**Routing congestion**

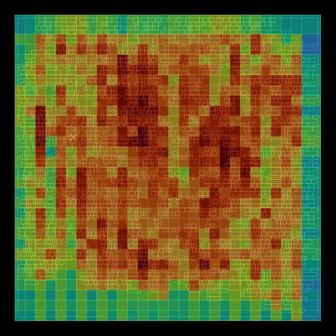
**Cell classes on the final placement**

The bar under the picture is 50 um long. Fill, decap, tap and diode cells in gray.
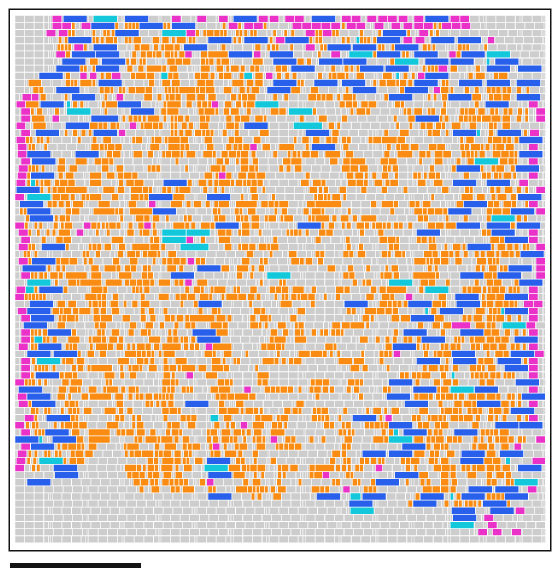
**Sequential cells colored by netlist name**

The bar under the picture is 50 um long. Other sequential cells in the stronger gray, the rest of the logic in the fainter gray.
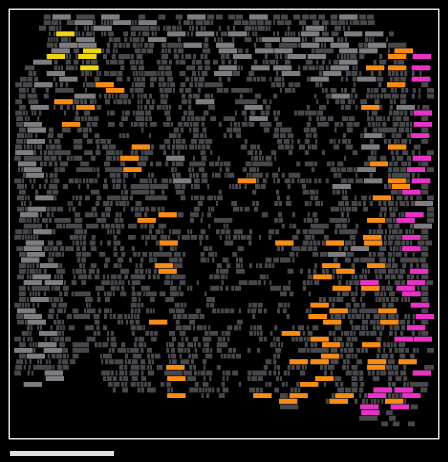
**Placement density heat map**

21 x 21 tiles, from black (low) to pale yellow (high), 0 to 100% covered.
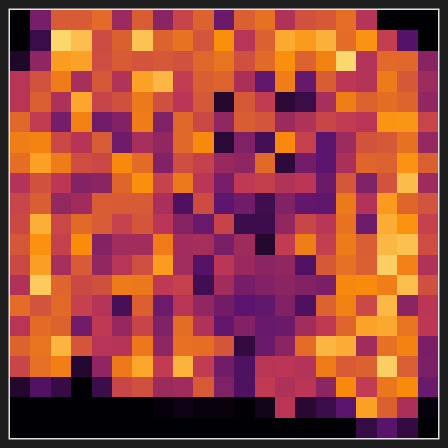
<file path="config.mk">
export PLATFORM = sky130hd
export DESIGN_NAME = muldiv_unit
export DESIGN_NICKNAME = d
export VERILOG_FILES = /design/src/rtl/muldiv_unit_pkg.sv /design/src/rtl/muldiv_unit_sign_fix.sv /design/src/rtl/muldiv_unit.sv
export SDC_FILE = /design/constraint.sdc
export NUM_CORES = 1
export LEC_CHECK = 0
export CAP_MARGIN = 10
export CORE_MARGIN = 1.5
export CORE_UTILIZATION = 45
export CTS_BUF_LIST = sky130_fd_sc_hd__clkbuf_16
export CTS_CLUSTER_DIAMETER = 100
export DETAILED_ROUTE_END_ITERATION = 6
export HOLD_SLACK_MARGIN = 0.03
export PLACE_DENSITY = 0.74
export SLEW_MARGIN = 20
export SYNTH_ARGS = -nofsm -noshare
export SYNTH_HDL_FRONTEND = slang
export SYNTH_SLANG_ARGS = --single-unit
</file>
<file path="constraint.sdc">
create_clock -name clk_i -period 10 [get_ports clk_i]
set_input_delay 2.5 -clock clk_i [delete_from_list [all_inputs] [get_ports clk_i]]
set_output_delay 2.5 -clock clk_i [all_outputs]
set_load 0.05 [all_outputs]
</file>
<file path="src/rtl/muldiv_unit_pkg.sv">
// Shared CPU definitions for the iterative multiply/divide unit: op codes, FSM states,
// and the datapath width used by the pipeline registers.
package muldiv_unit_pkg;

    localparam int unsigned DefaultWidth = 32;

    typedef enum logic [1:0] {
        OpMult  = 2'b00,
        OpMultu = 2'b01,
        OpDiv   = 2'b10,
        OpDivu  = 2'b11
    } op_e;

    typedef enum logic [1:0] {
        StIdle = 2'b00,
        StCalc = 2'b01,
        StDone = 2'b10
    } state_e;

    function automatic logic is_signed_op(op_e op);
        return (op == OpMult) || (op == OpDiv);
    endfunction

    function automatic logic is_div_op(op_e op);
        return (op == OpDiv) || (op == OpDivu);
    endfunction

endpackage

</file>
<file path="src/rtl/muldiv_unit_sign_fix.sv">
// Conditional two's-complement negate, used both to take magnitudes and to restore signs.
module muldiv_unit_sign_fix #(
    parameter int unsigned Width = 32
) (
    input  logic [Width-1:0] val_i,
    input  logic             neg_i,
    output logic [Width-1:0] val_o
);

    assign val_o = neg_i ? (~val_i + Width'(1)) : val_i;

endmodule

</file>
<file path="src/rtl/muldiv_unit.sv">
// Iterative shift-add multiplier / restoring divider producing HI/LO over Width cycles.
module muldiv_unit
    import muldiv_unit_pkg::*;
#(
    parameter int unsigned Width = DefaultWidth
) (
    input  logic             clk_i,
    input  logic             rst_ni,
    input  logic             start_i,
    input  logic [1:0]       op_i,
    input  logic [Width-1:0] src_a_i,
    input  logic [Width-1:0] src_b_i,
    input  logic             flush_i,
    output logic             busy_o,
    output logic             done_o,
    output logic [Width-1:0] hi_o,
    output logic [Width-1:0] lo_o
);

    localparam int unsigned CntW = (Width > 1) ? $clog2(Width) : 1;

    state_e             state_q;
    op_e                op_q;
    logic [CntW-1:0]    cnt_q;
    logic [Width-1:0]   a_q, b_q;
    logic [Width-1:0]   hi_q, lo_q;
    logic [2*Width-1:0] acc_q;

    logic [Width-1:0]   mag_a, mag_b;
    logic               neg_a, neg_b;
    logic [2*Width-1:0] acc_step;
    logic [2*Width-1:0] prod_fix;
    logic [Width-1:0]   quo_fix, rem_fix;
    logic [Width-1:0]   res_hi, res_lo;
    logic [CntW-1:0]    div_idx;
    logic [Width:0]     shifted;
    logic [Width:0]     mul_sum;
    logic               div_ge;

    assign neg_a = is_signed_op(op_q) & a_q[Width-1];
    assign neg_b = is_signed_op(op_q) & b_q[Width-1];

    muldiv_unit_sign_fix #(.Width(Width)) u_mag_a (
        .val_i (a_q),
        .neg_i (neg_a),
        .val_o (mag_a)
    );

    muldiv_unit_sign_fix #(.Width(Width)) u_mag_b (
        .val_i (b_q),
        .neg_i (neg_b),
        .val_o (mag_b)
    );

    // Multiply: acc high half accumulates, the product shifts down into the low half.
    // Divide: acc high half is the partial remainder, low half collects quotient bits.
    always_comb begin
        div_idx  = CntW'(Width - 1) - cnt_q;
        shifted  = {acc_q[2*Width-1:Width], mag_a[div_idx]};
        div_ge   = shifted >= {1'b0, mag_b};
        mul_sum  = {1'b0, acc_q[2*Width-1:Width]} + {1'b0, (mag_b[cnt_q] ? mag_a : '0)};
        acc_step = acc_q;
        if (is_div_op(op_q)) begin
            acc_step = {(div_ge ? Width'(shifted - {1'b0, mag_b}) : shifted[Width-1:0]),
                        acc_q[Width-2:0], div_ge};
        end else begin
            acc_step = {mul_sum, acc_q[Width-1:1]};
        end
    end

    muldiv_unit_sign_fix #(.Width(2*Width)) u_fix_prod (
        .val_i (acc_step),
        .neg_i ((op_q == OpMult) && (neg_a ^ neg_b)),
        .val_o (prod_fix)
    );

    muldiv_unit_sign_fix #(.Width(Width)) u_fix_quo (
        .val_i (acc_step[Width-1:0]),
        .neg_i ((op_q == OpDiv) && (neg_a ^ neg_b)),
        .val_o (quo_fix)
    );

    muldiv_unit_sign_fix #(.Width(Width)) u_fix_rem (
        .val_i (acc_step[2*Width-1:Width]),
        .neg_i ((op_q == OpDiv) && neg_a),
        .val_o (rem_fix)
    );

    // The -2^(W-1) / -1 overflow case falls out of the magnitude path naturally.
    always_comb begin
        res_hi = prod_fix[2*Width-1:Width];
        res_lo = prod_fix[Width-1:0];
        if (is_div_op(op_q)) begin
            if (b_q == '0) begin
                res_hi = a_q;
                res_lo = '1;
            end else begin
                res_hi = rem_fix;
                res_lo = quo_fix;
            end
        end
    end

    always_ff @(posedge clk_i or negedge rst_ni) begin
        if (!rst_ni) begin
            state_q <= StIdle;
            op_q    <= OpMult;
            cnt_q   <= '0;
            a_q     <= '0;
            b_q     <= '0;
            acc_q   <= '0;
            hi_q    <= '0;
            lo_q    <= '0;
        end else begin
            case (state_q)
                StIdle, StDone: begin
                    if (start_i) begin
                        op_q    <= op_e'(op_i);
                        a_q     <= src_a_i;
                        b_q     <= src_b_i;
                        cnt_q   <= '0;
                        acc_q   <= '0;
                        state_q <= StCalc;
                    end else begin
                        state_q <= StIdle;
                    end
                end
                StCalc: begin
                    if (flush_i) begin
                        state_q <= StIdle;
                    end else begin
                        acc_q <= acc_step;
                        cnt_q <= cnt_q + CntW'(1);
                        if (cnt_q == CntW'(Width - 1)) begin
                            hi_q    <= res_hi;
                            lo_q    <= res_lo;
                            state_q <= StDone;
                        end
                    end
                end
                default: state_q <= StIdle;
            endcase
        end
    end

    assign busy_o = (state_q == StCalc);
    assign done_o = (state_q == StDone);
    assign hi_o   = hi_q;
    assign lo_o   = lo_q;

endmodule

</file>
==> flow_summary.toml <==
# implementation run metrics
[detailed_routing]
drt_iter0_markers = 2271
top_layer_used = "met4"
drc_markers = 4
wl_met1_um = 29670
route.met2.wl_um = 33900
drt_wl_total_um = 73600
first_pass_iters = 7

[worst_setup_path]
rr_endpoint = "hi_o[30]"
worst_setup_path_start_kind = "flip-flop"
critical-path-top-cell-by-count = "nor2_1"
end_kind = "flip-flop"
critical_path.slowest_cell = "mux4_2"
count_of_buffer_and_inverter_cells_on_the_critical_path = 0
worst-endpoint-required_ns = 10.45
timing.reg2reg.worst_path_depth = 26
worstSetupPathType = "flip-flop to flip-flop"
ff2ff_setup_slack_ns = 1.21
endpoint = "hi_o[30]"
cp_data_arrival_time_ns = 9.24

[yosys]
synth_top_cell_by_count = "nand2_1"
xors_xnors_by_area_pct = 9.399
ys_sh_aoi_pct = 24.49
ys_seq_share_pct = 27.13
post_synth_and_or_nand_nor_area_fraction_pct = 24.68
synth.top_cells.by_area = "dfrtp_1 (27%), nand2_1 (8.3%), xnor2_1 (5.5%)"
net_count_of_the_mapped_netlist = 2573
yosys_warnings = 0
yosys.area.top_type_share_pct = 27.13
syn-instance-count = 2431
synth_flops = 201
yosysCellCount = 2431
post_synth_mux_area_share_pct = 4.352
postSynth.topFlopCell = "dfrtp_1"

[placement]
post-place-cells = 2942
place_area_um2 = 20130
place_congestion = 1.075
io_buffer_count = 135
placement.setup.worst_slack_ns = 1.404
dpl_hpwl_um = 55480

[grt]
global_route.usage.total_pct = 34.38
antenna_found_initial = 0
grt_most_used_layer = "met2"
grt_first_pass_wirelength_um = 111100
first_global_vias = 18254

[timing]
transition_time_of_the_tightest_slew_check_pin_ns = 1.109
drv_slew = 0
totalNegativeSetupSlack_ns = 0
unrepaired_setup_endpoints_after_global_routing = "false"
maximum_achievable_frequency_ghz = 0.1138

[min_path]
holdPathStages = 2
min_from = "lo_o[16]"

[cells_and_area]
n_fill_cell = 3935
finish.net_count = 2580
layout.cells.most_common_list = "nand2_1 (410), dfrtp_1 (200), o21ai_0 (186)"
final-instance-count-excl-fill = 2990
final_layout_top_logic_cell = "nand2_1"
final_layout_size_suffix_gt1_share_pct = 6.631
n_antenna_cell = 0

[clocking]
cts_tree = "built"
clk_root_buffer_cell = "clkbuf_16"
clock_insertion_delay_worst_skew_ns = 0.57
cts_htree_levels = 1
hold_buffers = 0
cts.clk_slew.worst_paths_ns = 0.06
number_of_cts_inserted_buffers = 26
cts-resized-gates = 0
clock_sink_count = 201

[pwr]
power_density_nw_per_um2 = 334.9
vdd_ir_drop_max_uv = 269.7

[run_status]
status = "finished with violations"
violated_checks = "DRC"

[floorplanning]
die_y_um = 206.0
io_pins = 136
die_area_um2 = 42430
design.core.area_um2 = 40740

[run]
drv_cap = 0
About 'routing congestion':
fraction of met2 tracks used by global routing: 56.62%
met1 capacity usage during global routing: 44.49%
detail-routed net length per standard cell: 24.61 um
GR met3 Demand/Resource: 4.289%

About 'cell classes on the final placement':
color	class	cells	share of their area
cyan	clock drivers and dummy loads	48	4.1%
magenta	other buffers and delay cells	174	8.2%
blue	flops	201	25%
orange	combinational and other logic	2035	63%
std cell rows: 74
core occupancy in the finished layout: 51.48%
flop share of the area: 24.00%
Finished Cell Area: 20970 um2

About 'sequential cells colored by netlist name':
color	name in the netlist	flops	where
orange	`acc_q`	64	spread over the die
yellow	`cnt_q`	5	upper left
magenta	`lo_o`	32	a vertical strip on the right
reported sequential group power: 1200 uW
sequential cell area: 5034 um2

About 'placement density heat map':
fullest tile	91%
tiles over 75% full	9.8%
nearly empty tiles	8.4%
emptiest ninth of the die	bottom center
mean over tiles	48%

[layout make-up]
cell class | count | share of cell area, %
clock buffers | 27 | 3.222
multi-input cells | 1998 | 60.23
well taps | 532 | 3.174
flip-flops and latches | 201 | 24.00
clock inverters | 21 | 0.7935
repair buffers | 174 | 7.917
inverters | 37 | 0.6622
[sequential cells by signal, indices dropped and copies added, names as in the netlist]
name,count
cnt_q,5
hi_o,32
acc_q,64
op_q,2
a_q,32
lo_o,32
state_q,2
b_q,32
[power breakdown]
part / switching, uW / total [uW] / internal, uW / leakage, uW
Combinational: 3270 / 4890 / 1620 / 0.00574
Sequential: 266 / 1200 / 930 / 0.00267
Clock: 400 / 942 / 542 / 0.000423
Total: 3940 / 7020 / 3090 / 0.00884
No activity file was given, so power comes from the tool's default toggle rates.
